[config.mk]
export PLATFORM = sky130hd
export DESIGN_NAME = operand_select_stage
export DESIGN_NICKNAME = d
export VERILOG_FILES = /design/src/rtl/operand_select_stage.sv
export SDC_FILE = /design/constraint.sdc
export NUM_CORES = 1
export LEC_CHECK = 0
export CORE_MARGIN = 2
export CORE_UTILIZATION = 28
export DETAILED_ROUTE_END_ITERATION = 8
export REMOVE_ABC_BUFFERS = 1
export SLEW_MARGIN = 20
export SYNTH_ARGS = -nofsm -noshare
export SYNTH_HDL_FRONTEND = slang
export SYNTH_SLANG_ARGS = --single-unit
[constraint.sdc]
create_clock -name clk_i -period 2.1 [get_ports clk_i]
set_input_delay 0.21 -clock clk_i [delete_from_list [all_inputs] [get_ports clk_i]]
set_output_delay 0.21 -clock clk_i [all_outputs]
set_load 0.02 [all_outputs]
[src/rtl/operand_select_stage.sv]
// Registered ALU operand-select stage: picks a forwarded source or the immediate
// into a main/skid pair with valid/ready flow. Optional sticky select-error flag: OPERAND_SEL_ERR_EN.
module operand_select_stage #(
    parameter int unsigned WIDTH   = 32,
    parameter int unsigned NUM_SRC = 4,
    parameter int unsigned SEL_W   = 2
) (
    input  logic                     clk_i,
    input  logic                     rst_i,
    input  logic                     flush_i,
    input  logic                     in_valid_i,
    output logic                     in_ready_o,
    input  logic [SEL_W-1:0]         sel_i,
    input  logic                     imm_sel_i,
    input  logic [WIDTH-1:0]         imm_i,
    input  logic [NUM_SRC*WIDTH-1:0] data_i,
    output logic                     out_valid_o,
    input  logic                     out_ready_i,
    output logic [WIDTH-1:0]         data_o
`ifdef OPERAND_SEL_ERR_EN
    ,
    output logic                     sel_err_o
`endif
);

    logic             main_valid;
    logic [WIDTH-1:0] main_data;
    logic             skid_valid;
    logic [WIDTH-1:0] skid_data;

    logic [WIDTH-1:0] sel_result;
    logic             sel_oob;
    int unsigned      sel_idx;

    logic in_xfer;
    logic out_xfer;
    logic main_free;

    // Out-of-range selects fall back to source 0.
    always_comb begin
        sel_idx    = 32'(sel_i);
        sel_oob    = !imm_sel_i && (sel_idx >= NUM_SRC);
        sel_result = data_i[0 +: WIDTH];
        if (imm_sel_i) begin
            sel_result = imm_i;
        end else begin
            for (int unsigned k = 0; k < NUM_SRC; k++) begin
                if (sel_idx == k) begin
                    sel_result = data_i[k*WIDTH +: WIDTH];
                end
            end
        end
    end

    assign in_ready_o  = !skid_valid;
    assign out_valid_o = main_valid;
    assign data_o      = main_data;

    assign in_xfer   = in_valid_i && in_ready_o;
    assign out_xfer  = main_valid && out_ready_i;
    assign main_free = !main_valid || out_xfer;

    always_ff @(posedge clk_i) begin
        if (rst_i) begin
            main_valid <= 1'b0;
            main_data  <= '0;
            skid_valid <= 1'b0;
            skid_data  <= '0;
        end else if (flush_i) begin
            main_valid <= 1'b0;
            skid_valid <= 1'b0;
        end else begin
            if (main_free) begin
                if (skid_valid) begin
                    main_valid <= 1'b1;
                    main_data  <= skid_data;
                end else if (in_xfer) begin
                    main_valid <= 1'b1;
                    main_data  <= sel_result;
                end else begin
                    main_valid <= 1'b0;
                end
            end
            // in_xfer implies skid is empty, so the skid only ever fills behind a stalled main.
            if (in_xfer && !main_free) begin
                skid_valid <= 1'b1;
                skid_data  <= sel_result;
            end else if (main_free && skid_valid) begin
                skid_valid <= 1'b0;
            end
        end
    end

`ifdef OPERAND_SEL_ERR_EN
    logic sel_err_q;

    always_ff @(posedge clk_i) begin
        if (rst_i) begin
            sel_err_q <= 1'b0;
        end else if (in_xfer && sel_oob) begin
            sel_err_q <= 1'b1;
        end
    end

    assign sel_err_o = sel_err_q;
`endif

endmodule

==> images/logic_types.png <==
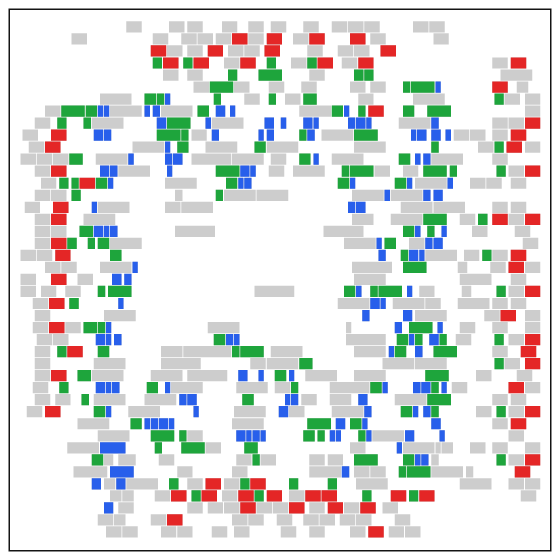
NOR gates -> blue  # cells 133, most used nor2_1
multiplexers -> red  # cells 64, most used mux2i_1, where widely spread
inverting AOI/OAI gates -> green  # cells 129, most used a211oi_1, where widely spread
final std cells w/o fill: 806
fraction of area in multi-input gates: 36.8%
leading cell type in the layout, fill and taps excluded: clkdlybuf4s50_1

==> images/layer_met2.png <==
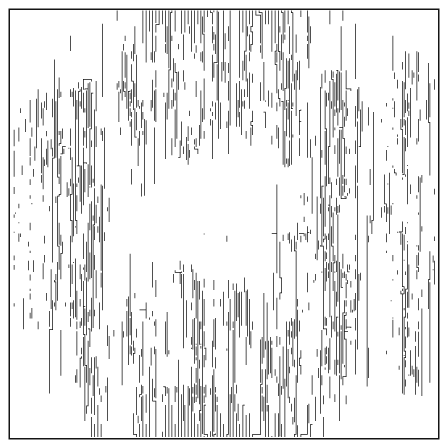
wire length on this layer = 6250 um
longest straight run = 48.6 um
total detailed-routing wirelength: 13100 um
via total after detailed routing: 4220
M2 GR Usage: 29.1%

==> flow_summary.yaml <==
# flow metrics
clock_tree:
  cts.clk_slew.worst_paths_ps: 50
  cts_root_buffer: "clkbuf_16"
  clock_tree.htree_level_count: 3
  tritoncts: "done"
  worst_case_clock_buffer_depth: 2
  tritoncts_num_sinks: 66
  clk_ins_delay_skew_pair_ps: 320
  cts-buffers-inserted: 9
  cts.hold.buffers_added: 0
placement:
  detailedPlace.worstSlack_ps: -165
  dp_cell_count: 791
synthesis:
  simple_gate_share_pct: 17.0
  synth_xor_xnor_area_share_pct: 0
  postSynth.topFlopCell: "dfxtp_1"
  synth.comb.largest_family: "AND-OR/OR-AND gates"
  ys_top_cells_by_area: "dfxtp_1, mux2i_1, a2111oi_2"
  synth.mux.area_fraction_pct: 16.4
  yosysChipArea_sq_mm: 0.00391
  syn_inst: 448
  adder_share_pct: 0
  synthMostInstantiatedCell: "dfxtp_1"
  synth-async-reset-ratio_pct: 0
  yosysTopAreaCellShare_pct: 33.8
  ys_top_cells_by_count: "dfxtp_1, mux2i_1, nor2_1"
  enable_flop_cells: 0
cells_and_area:
  final-comb-area_sq_mm: 0.00236
  syn_to_final_growth_pct: 64.2
  layout.core_utilization_pct: 46.6
  layout.nets: 790
  final-seq-area_sq_mm: 0.00132
  final_layout_size_suffix_gt1_share_pct: 9.74
pwr:
  cellPowerDensity_mw_per_mm2: 592
  cellInternalPower_w: 0.00286
  leakagePower_nw: 2.22
  power.switching_fraction_pct: 24.9
  power_frac_seq_pct: 35.1
  comb_power_share_pct: 24.9
floorplanning:
  design.core.area_sq_mm: 0.0138
  top_level_ports: 202
  row_count: 43
  fp-utilization_pct: 28.4
global_route:
  grtUsageTotal_pct: 17.0
  grt_antenna_before_repair: 0
  first_global_vias: 4153
  grt_pass1_wl_um: 20400
  grt_overflow: 0
outcome:
  run_status: "completed"
worst_setup_path:
  setup.worst_path.end_class: "register"
  critPathLaunch: "out_valid_o"
  ff2ff_path_depth: 5
  wp_data_required_ps: 2270
  path_max_fanout: 64
  timing.rr.start: "out_valid_o"
job:
  cap_viol_max_count: 0
  stage_log_warnings: 25
worst_hold_path:
  hp-class: "in2reg"
  worstHoldPathCells: 2
route:
  drt-wirelength-per-cell_um: 16.2
  ant_nets_after_route: 0
  firstDrtPassIters: 7
final_timing:
  final.setup_skew_ps: 4.90
  fin_ws_ps: 175
  finalClockPeriodUsage_pct: 91.7
  timing.final.max_slew_violations: 0
[final cells by class]
cell class	count	share of cell area [%]
well taps	180	3.51
repair buffers	214	34.3
clock inverters	2	0.546
flip-flops and latches	66	20.6
multi-input cells	330	36.8
inverters	1	0.0585
clock buffers	13	4.21
[worst max-delay path: stages, from the launching register on]
cell and delay, ps:
dfxtp_1 320, nor2b_1 140, or3_2 480, buf_12 220, a2111oi_0 480, nor4_1 110
[power groups by stage]
stage / sequential [W] / combinational, W / clock [W]
2_1_floorplan: 0.00141 / 0.000305 / 0
3_3_place_gp: 0.00136 / 0.000929 / 0
3_5_place_dp: 0.00136 / 0.000949 / 0
4_1_cts: 0.00134 / 0.000953 / 0.00156
5_1_grt: 0.00134 / 0.00102 / 0.00162
6_report: 0.00134 / 0.000946 / 0.00152
[cell families (layout without fill, tap and decap cells)]
kind of cell | Yosys count | after routing
DFF | 66 | 66
and+or+nand+nor | 137 | 137
muxes | 64 | 64
buffers and inverters | 52 | 230
AOI/OAI and AO/OA | 129 | 129
[per-layer routing]
metal | up-vias | global-route usage, % | share of wire, %
li1 | 2098 | - | -
met4 | 0 | 5.39 | 1.0
met5 | - | 0 | 0
met1 | 1965 | 21.0 | 44
met3 | 11 | 4.12 | 7.6
met2 | 146 | 29.1 | 48
[what timing repair did]
item / in CTS / in global routing
setup buffers: 0 / 0
endpoints found under the setup margin: 0 / 1
endpoints found under the hold margin: 0 / 0
resized: 0 / 1
[placed cells by master, fill, tap and decap left out, drive strengths merged, types with 2 or more instances in the layout]
| master | instances |
|---|---|
| nor2 | 65 |
| a2111oi | 32 |
| clkdlybuf4s50 | 198 |
| mux2i | 64 |
| o22ai | 32 |
| dfxtp | 66 |
| nor4 | 33 |
| buf | 16 |
| clkbuf | 13 |
| nor3 | 33 |
| a21oi | 32 |
| a211oi | 33 |
| nand2b | 2 |
[how the worst min path moves through the flow]
stage / from / to / slack, ps
detailed placement: data_o[30] / data_o[30] / 490
global route: data_o[25] / data_o[25] / 510
finish: rst_i / skid_data[21] / 480
CTS: rst_i / skid_data[21] / 480
global placement: skid_data[18] / skid_data[18] / 480
floorplan: rst_i / out_valid_o / 280
[through the flow]
step / instance area, sq um / TNS, ps
floorplan: 3670 / -169340
global placement: 6110 / 0
detailed placement: 6110 / -567
CTS: 6420 / 0
global route: 6420 / 0
finish: 6420 / 0
[state kept, by name, indices dropped and copies added (netlist names)]
name	flops
data_o	32
out_valid_o	1
skid_data	32
skid_valid	1
No activity file was given, so power comes from the tool's default toggle rates.
